==> config.mk <==
export PLATFORM = sky130hd
export DESIGN_NAME = pc_sequencer_flat
export DESIGN_NICKNAME = d
export VERILOG_FILES = /design/src/rtl/pc_sequencer_if.sv /design/src/rtl/pc_sequencer.sv /design/src/flat_wrapper.sv
export SDC_FILE = /design/constraint.sdc
export NUM_CORES = 1
export LEC_CHECK = 0
export CORE_ASPECT_RATIO = 1.4
export CORE_MARGIN = 2
export CORE_UTILIZATION = 35
export CTS_CLUSTER_SIZE = 20
export DETAILED_ROUTE_END_ITERATION = 10
export PLACE_DENSITY = 0.68
export SLEW_MARGIN = 20
export SYNTH_ARGS = -nofsm -noshare
export SYNTH_HDL_FRONTEND = slang
export SYNTH_SLANG_ARGS = --single-unit
export TNS_END_PERCENT = 50
==> constraint.sdc <==
create_clock -name Clk -period 5.9 [get_ports Clk]
set_clock_uncertainty 0.1 [all_clocks]
set_input_delay 0.59 -clock Clk [delete_from_list [all_inputs] [get_ports Clk]]
set_output_delay 0.59 -clock Clk [all_outputs]
set_load 0.005 [all_outputs]
==> src/rtl/pc_sequencer_if.sv <==
// pc_sequencer_if -- signal bundle between the program-counter sequencer and
// its surroundings (decode, jump-target lookup table, instruction ROM).
//
// Parameters:
//   D  : PC width and lookup-target width
//   CW : retired-instruction counter width
//
// Signals:
//   start, stall, branch_en, branch_idx, rel_mode, halt_req : decode requests
//   link_call, ret                                         : branch-and-link controls
//   lut_addr   : table index driven by the sequencer
//   lut_target : table data returned in the same cycle
//   prog_ctr, running, done, retired, link_addr            : sequencer status
//   dbg_state  : raw FSM state for observation
//
// Handshake semantics: there is no valid/ready pairing on this bundle. Every
// request input is level-sampled on each rising clock edge, and every status
// output is a register that changes only on that edge. The one exception is
// lut_addr, which is a combinational copy of branch_idx.
//
// Modports:
//   master : the sequencer side
//   slave  : the environment side (decode, table, ROM)

interface pc_sequencer_if #(
    parameter int D  = 10,
    parameter int CW = 16
);
    logic          start;
    logic          stall;
    logic          branch_en;
    logic [3:0]    branch_idx;
    logic          rel_mode;
    logic          halt_req;
    logic          link_call;
    logic          ret;
    logic [3:0]    lut_addr;
    logic [D-1:0]  lut_target;
    logic [D-1:0]  prog_ctr;
    logic          running;
    logic          done;
    logic [CW-1:0] retired;
    logic [D-1:0]  link_addr;
    logic [1:0]    dbg_state;

    modport master (
        input  start, stall, branch_en, branch_idx, rel_mode, halt_req,
               link_call, ret, lut_target,
        output lut_addr, prog_ctr, running, done, retired, link_addr, dbg_state
    );

    modport slave (
        output start, stall, branch_en, branch_idx, rel_mode, halt_req,
               link_call, ret, lut_target,
        input  lut_addr, prog_ctr, running, done, retired, link_addr, dbg_state
    );
endinterface

==> src/rtl/pc_sequencer.sv <==
// pc_sequencer -- program-counter sequencer and initiator of the 16-entry
// jump-target lookup table.
//
// Owns the PC register. The branch index is forwarded to the table as
// lut_addr. The returned target is used in the same cycle, either as an
// absolute jump target or as a two's-complement offset added to the PC.
//
// Ports:
//   Clk   : system clock; all state updates happen on its rising edge
//   Reset : synchronous, active-high reset; overrides every other input
//   bus   : pc_sequencer_if.master (decode requests, table index/data,
//           PC and status outputs, dbg_state)
//
// Optional feature:
//   PC_LINK_REG_EN -- when defined, enables the branch-and-link register
//   (link_call saves PC+1; ret jumps back to it). When undefined, link_call
//   and ret are ignored and link_addr reads constant 0.

module pc_sequencer #(
    parameter int D  = 10,
    parameter int CW = 16
) (
    input  logic             Clk,
    input  logic             Reset,
    pc_sequencer_if.master   bus
);

    typedef enum logic [1:0] {
        IDLE = 2'd0,
        RUN  = 2'd1,
        HALT = 2'd2
    } state_t;

    state_t        state_q;
    logic [D-1:0]  pc_q;
    logic [CW-1:0] retired_q;
    logic          running_q;
    logic          done_q;
    logic [D-1:0]  next_pc;

    // The table read is combinational: the index goes straight out, and the
    // target comes back within the same cycle.
    assign bus.lut_addr = bus.branch_idx;

`ifdef PC_LINK_REG_EN
    logic [D-1:0] link_q;
`endif

    // Next PC for a RUN cycle that advances. The stall and halt cases are
    // handled in the FSM. Later assignments take priority: ret beats
    // branch_en, which beats the plain increment. In relative mode the
    // modulo-2**D add also handles negative offsets.
    always_comb begin
        next_pc = pc_q + D'(1);
        if (bus.branch_en) begin
            next_pc = bus.rel_mode ? (pc_q + bus.lut_target) : bus.lut_target;
        end
`ifdef PC_LINK_REG_EN
        if (bus.ret) begin
            next_pc = link_q;
        end
`endif
    end

    always_ff @(posedge Clk) begin
        if (Reset) begin
            state_q   <= IDLE;
            pc_q      <= '0;
            retired_q <= '0;
            running_q <= 1'b0;
            done_q    <= 1'b0;
`ifdef PC_LINK_REG_EN
            link_q    <= '0;
`endif
        end else begin
            case (state_q)
                IDLE: begin
                    if (bus.start) begin
                        state_q   <= RUN;
                        pc_q      <= '0;
                        running_q <= 1'b1;
                    end
                end
                RUN: begin
                    if (bus.halt_req) begin
                        state_q   <= HALT;
                        running_q <= 1'b0;
                        done_q    <= 1'b1;
                    end else if (!bus.stall) begin
                        pc_q <= next_pc;
                        // Saturate rather than wrap the retired count.
                        if (retired_q != '1) begin
                            retired_q <= retired_q + CW'(1);
                        end
`ifdef PC_LINK_REG_EN
                        if (bus.branch_en && bus.link_call) begin
                            link_q <= pc_q + D'(1);
                        end
`endif
                    end
                end
                HALT: begin
                    if (bus.start) begin
                        state_q   <= RUN;
                        pc_q      <= '0;
                        retired_q <= '0;
                        running_q <= 1'b1;
                        done_q    <= 1'b0;
                    end
                end
                default: begin
                    state_q   <= IDLE;
                    running_q <= 1'b0;
                    done_q    <= 1'b0;
                end
            endcase
        end
    end

    assign bus.prog_ctr  = pc_q;
    assign bus.retired   = retired_q;
    assign bus.running   = running_q;
    assign bus.done      = done_q;
    assign bus.dbg_state = state_q;

`ifdef PC_LINK_REG_EN
    assign bus.link_addr = link_q;
`else
    assign bus.link_addr = '0;
    // link_call and ret have no effect without the link register.
    logic unused_link;
    assign unused_link = bus.link_call ^ bus.ret;
`endif

endmodule

==> src/flat_wrapper.sv <==
// flat-port wrapper written by rule: the top's interface ports become plain ports
module pc_sequencer_flat 
#(
    parameter int D  = 10,
    parameter int CW = 16
)
  (Clk, Reset, bus_start, bus_stall, bus_branch_en, bus_branch_idx, bus_rel_mode, bus_halt_req, bus_link_call, bus_ret, bus_lut_target, bus_lut_addr, bus_prog_ctr, bus_running, bus_done, bus_retired, bus_link_addr, bus_dbg_state);
  pc_sequencer_if #(.D(D), .CW(CW)) bus_i ();
  input  logic Clk;
  input  logic Reset;
  input wire logic [$bits(bus_i.start)-1:0] bus_start;
  input wire logic [$bits(bus_i.stall)-1:0] bus_stall;
  input wire logic [$bits(bus_i.branch_en)-1:0] bus_branch_en;
  input wire logic [$bits(bus_i.branch_idx)-1:0] bus_branch_idx;
  input wire logic [$bits(bus_i.rel_mode)-1:0] bus_rel_mode;
  input wire logic [$bits(bus_i.halt_req)-1:0] bus_halt_req;
  input wire logic [$bits(bus_i.link_call)-1:0] bus_link_call;
  input wire logic [$bits(bus_i.ret)-1:0] bus_ret;
  input wire logic [$bits(bus_i.lut_target)-1:0] bus_lut_target;
  output wire logic [$bits(bus_i.lut_addr)-1:0] bus_lut_addr;
  output wire logic [$bits(bus_i.prog_ctr)-1:0] bus_prog_ctr;
  output wire logic [$bits(bus_i.running)-1:0] bus_running;
  output wire logic [$bits(bus_i.done)-1:0] bus_done;
  output wire logic [$bits(bus_i.retired)-1:0] bus_retired;
  output wire logic [$bits(bus_i.link_addr)-1:0] bus_link_addr;
  output wire logic [$bits(bus_i.dbg_state)-1:0] bus_dbg_state;
  assign bus_i.start = bus_start;
  assign bus_i.stall = bus_stall;
  assign bus_i.branch_en = bus_branch_en;
  assign bus_i.branch_idx = bus_branch_idx;
  assign bus_i.rel_mode = bus_rel_mode;
  assign bus_i.halt_req = bus_halt_req;
  assign bus_i.link_call = bus_link_call;
  assign bus_i.ret = bus_ret;
  assign bus_i.lut_target = bus_lut_target;
  assign bus_lut_addr = bus_i.lut_addr;
  assign bus_prog_ctr = bus_i.prog_ctr;
  assign bus_running = bus_i.running;
  assign bus_done = bus_i.done;
  assign bus_retired = bus_i.retired;
  assign bus_link_addr = bus_i.link_addr;
  assign bus_dbg_state = bus_i.dbg_state;
  pc_sequencer #(.D(D), .CW(CW)) u_core (.Clk(Clk), .Reset(Reset), .bus(bus_i));
endmodule
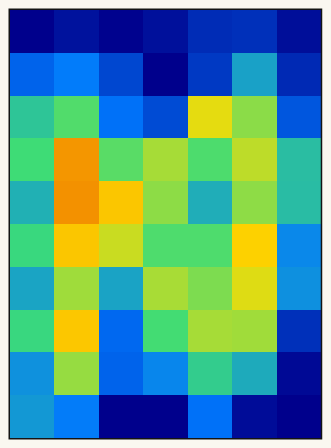
(images/density.png)
7 x 10 tiles, from dark blue (low) to red (high), 0 to 100% covered.
- fullest tile: 84%
- emptiest ninth of the die: north
- mean over tiles: 38%
- tiles over 75% full: 8.6%
- nearly empty tiles: 10%

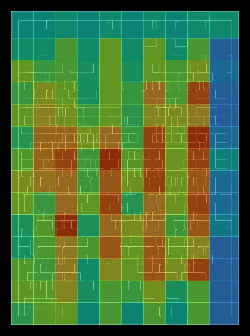
(images/final_congestion.png)
fin util: 0.444
met2 GRT Util: 0.273
drt wl/cell: 13.7 um
GR Util met1: 0.176

==> metrics.csv <==
metric;value;unit
status;finished clean;
Pre-Place Util;0.359;
Fillers;640;
ys cells;274;
drt drc;0;
Worst Hold Depth;2;
Adders+Majority by Area;0.0712;
n_diodes;0;
Clk pwr share;0.385;
count of library flops with an enable pin;0;
worst path cell trace;clkdlybuf4s50_1, ha_1, a211oi_1, o211ai_1, and4b_1, a311oi_1, o21ai_0, o2bb2ai_1;
Design Power;447;uW
Final Slew Violations;0;
wirelength, routed;5280;um
Synth Warn #;0;
Unique masters post-synth;58;
Switch Pwr;116;uW
Final Hold Slack;0.362;ns
sequential cell fraction of total power;0.471;
Required @ worst endpoint;5.97;ns
first-pass GRT wire length;8870;um
initial antenna violation count;0;
die area;6990;um2
sw frac;0.259;
CP Capture Type;register;
Min-Delay Path Class;reg2reg;
RSZ-0062 raised after global routing;no;
WP data arrival;2.76;ns
post-CTS setup buffers;0;
Crit Reg-Reg Endpoint;u_core.bus.retired[2];
slowest stage delay, CP;0.50;ns
layout cells sized above 1;0.0730;
Yosys top cell by area;dfxtp_1;
Crit Path Class;in2reg;
critical hold path startpoint;u_core.bus.done;
mux frac, synth;0.0282;
reg2reg setup slack;3.45;ns
Max-cap violations;0;
Buf/Inv on CP;1;
final net count;349;
slew of the pin with the lowest slew margin;1.01;ns
largest net degree at the start of global routing;22;
most frequent cells in the layout;clkdlybuf4s50_1 (46), dfxtp_1 (30), nor2_1 (29), nand2_1 (24), a21oi_1 (23);
Worst-path clk slew;0.06;ns
Fin. Hold Viols;0;
Final Cell Area;2740;um2
CTS tree;yes;
Slowest cell on crit path;clkdlybuf4s50_1;
H-Tree Depth;2;
Clock Root Buffer;clkbuf_8;
drt via density;5.34;
vias in the first global route;1996;
# hold bufs at CTS;0;
slew margin rel.;0.325;
count leader, synth;dfxtp_1;
XORs/XNORs by Area;0.0712;
clk buf depth;2;
Max IR drop VDD;0.120;mV
Layout area overhead;23.8;%
crit path time final;2.69;ns
Post-synth ARST share;0;
worst r2r path cells;6;
R2R Path Start;u_core.bus.retired[5];
GR peak layer;met2;
Synth Register Bits;30;
post-detailed-placement half-perimeter wirelength;3990;um
Worst Hold Path EP;u_core.bus.done;
Worst Setup Start Kind;input pin;
final worst path period share;0.456;
Gate Count Post-Synth;274;
syn_area_per_cell;8.08;um2
clk latency late pin;0.28;ns
core area;6170;um2
delay-heaviest family, CP;AND-OR/OR-AND gates;
vias;2066;
Cell Area, Synth;2210;um2
number of I/O port buffers;46;
Peak Freq;0.372;GHz
Synth Area in Compound Gates;0.208;
Synth area leaders;dfxtp_1 (27%), ha_1 (6.2%), xnor2_1 (5.5%);
Area leader share;0.271;
Num CTS Buffers;5;
Placed Instances;379;
final global-route overflow total;0;
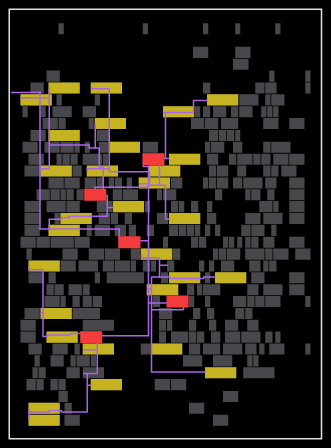
(images/clock_map.png)
- clock wires: purple (length 452 um)
- flip-flops: yellow (count 30)
- cells driving clock nets: red (count 5)
- routed clock nets: 6

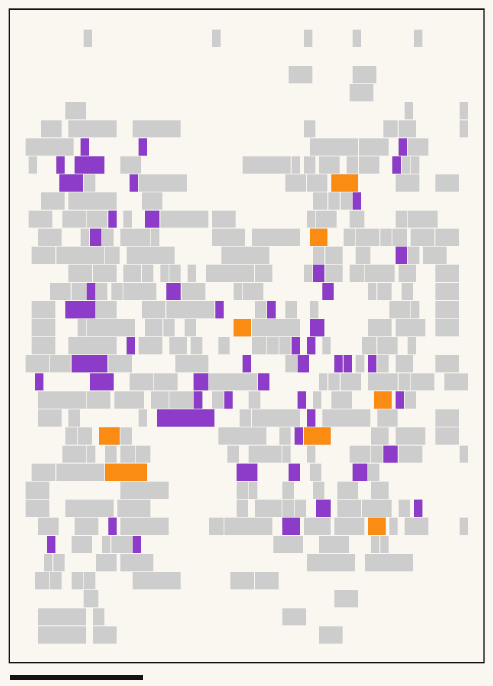
(images/gate_families.png)
Scale bar: 20 um.
- AND-OR and OR-AND gates: orange (cells 8)
- NOR gates: purple (cells 51)
fin cells: 387
logic share of the area: 0.539

[how the worst max path moves through the flow]
stage	startpoint	endpoint	slack [ns]	cells past startpoint
2_1_floorplan	bus_halt_req	u_core.bus.retired[12]	3.71	7
3_3_place_gp	bus_lut_target[1]	u_core.bus.prog_ctr[9]	2.96	8
3_5_place_dp	bus_lut_target[1]	u_core.bus.prog_ctr[9]	2.92	8
4_1_cts	bus_lut_target[1]	u_core.bus.prog_ctr[9]	3.20	8
5_1_grt	bus_lut_target[1]	u_core.bus.prog_ctr[9]	3.07	8
6_report	bus_lut_target[1]	u_core.bus.prog_ctr[9]	3.21	8
[power by group through the flow]
stage / Sequential (mW) / Combinational (mW) / Clock, mW
after detailed placement: 0.215 / 0.0648 / 0
after floorplan: 0.213 / 0.0465 / 0
after global routing: 0.211 / 0.0717 / 0.186
final: 0.210 / 0.0646 / 0.172
after CTS: 0.210 / 0.0652 / 0.177
after global placement: 0.215 / 0.0640 / 0
[metal layers]
| metal | up-vias | share of wire |
|---|---|---|
| met5 | - | 0 |
| met4 | 0 | 0.014 |
| met3 | 9 | 0.071 |
| met2 | 51 | 0.50 |
| met1 | 965 | 0.42 |
| li1 | 1041 | - |
[flip-flops by register name, summed over array words and instances (netlist names)]
| register | cells |
|---|---|
| u_core.bus.retired | 16 |
| u_core.bus.prog_ctr | 10 |
| u_core.bus.dbg_state | 2 |
| u_core.bus.done | 1 |
| u_core.bus.running | 1 |
[cell type report]
cell class | count | area, um2 | share of cell area
multi-input combinational | 225 | 1480 | 0.539
sequential | 30 | 601 | 0.219
timing repair buffer | 46 | 460 | 0.168
tap | 72 | 90.1 | 0.0329
clock buffer | 7 | 86.3 | 0.0315
inverter | 6 | 22.5 | 0.00822
clock inverter | 1 | 5.00 | 0.00183
Power figures rest on the tool's default switching activity, not on a simulated workload.
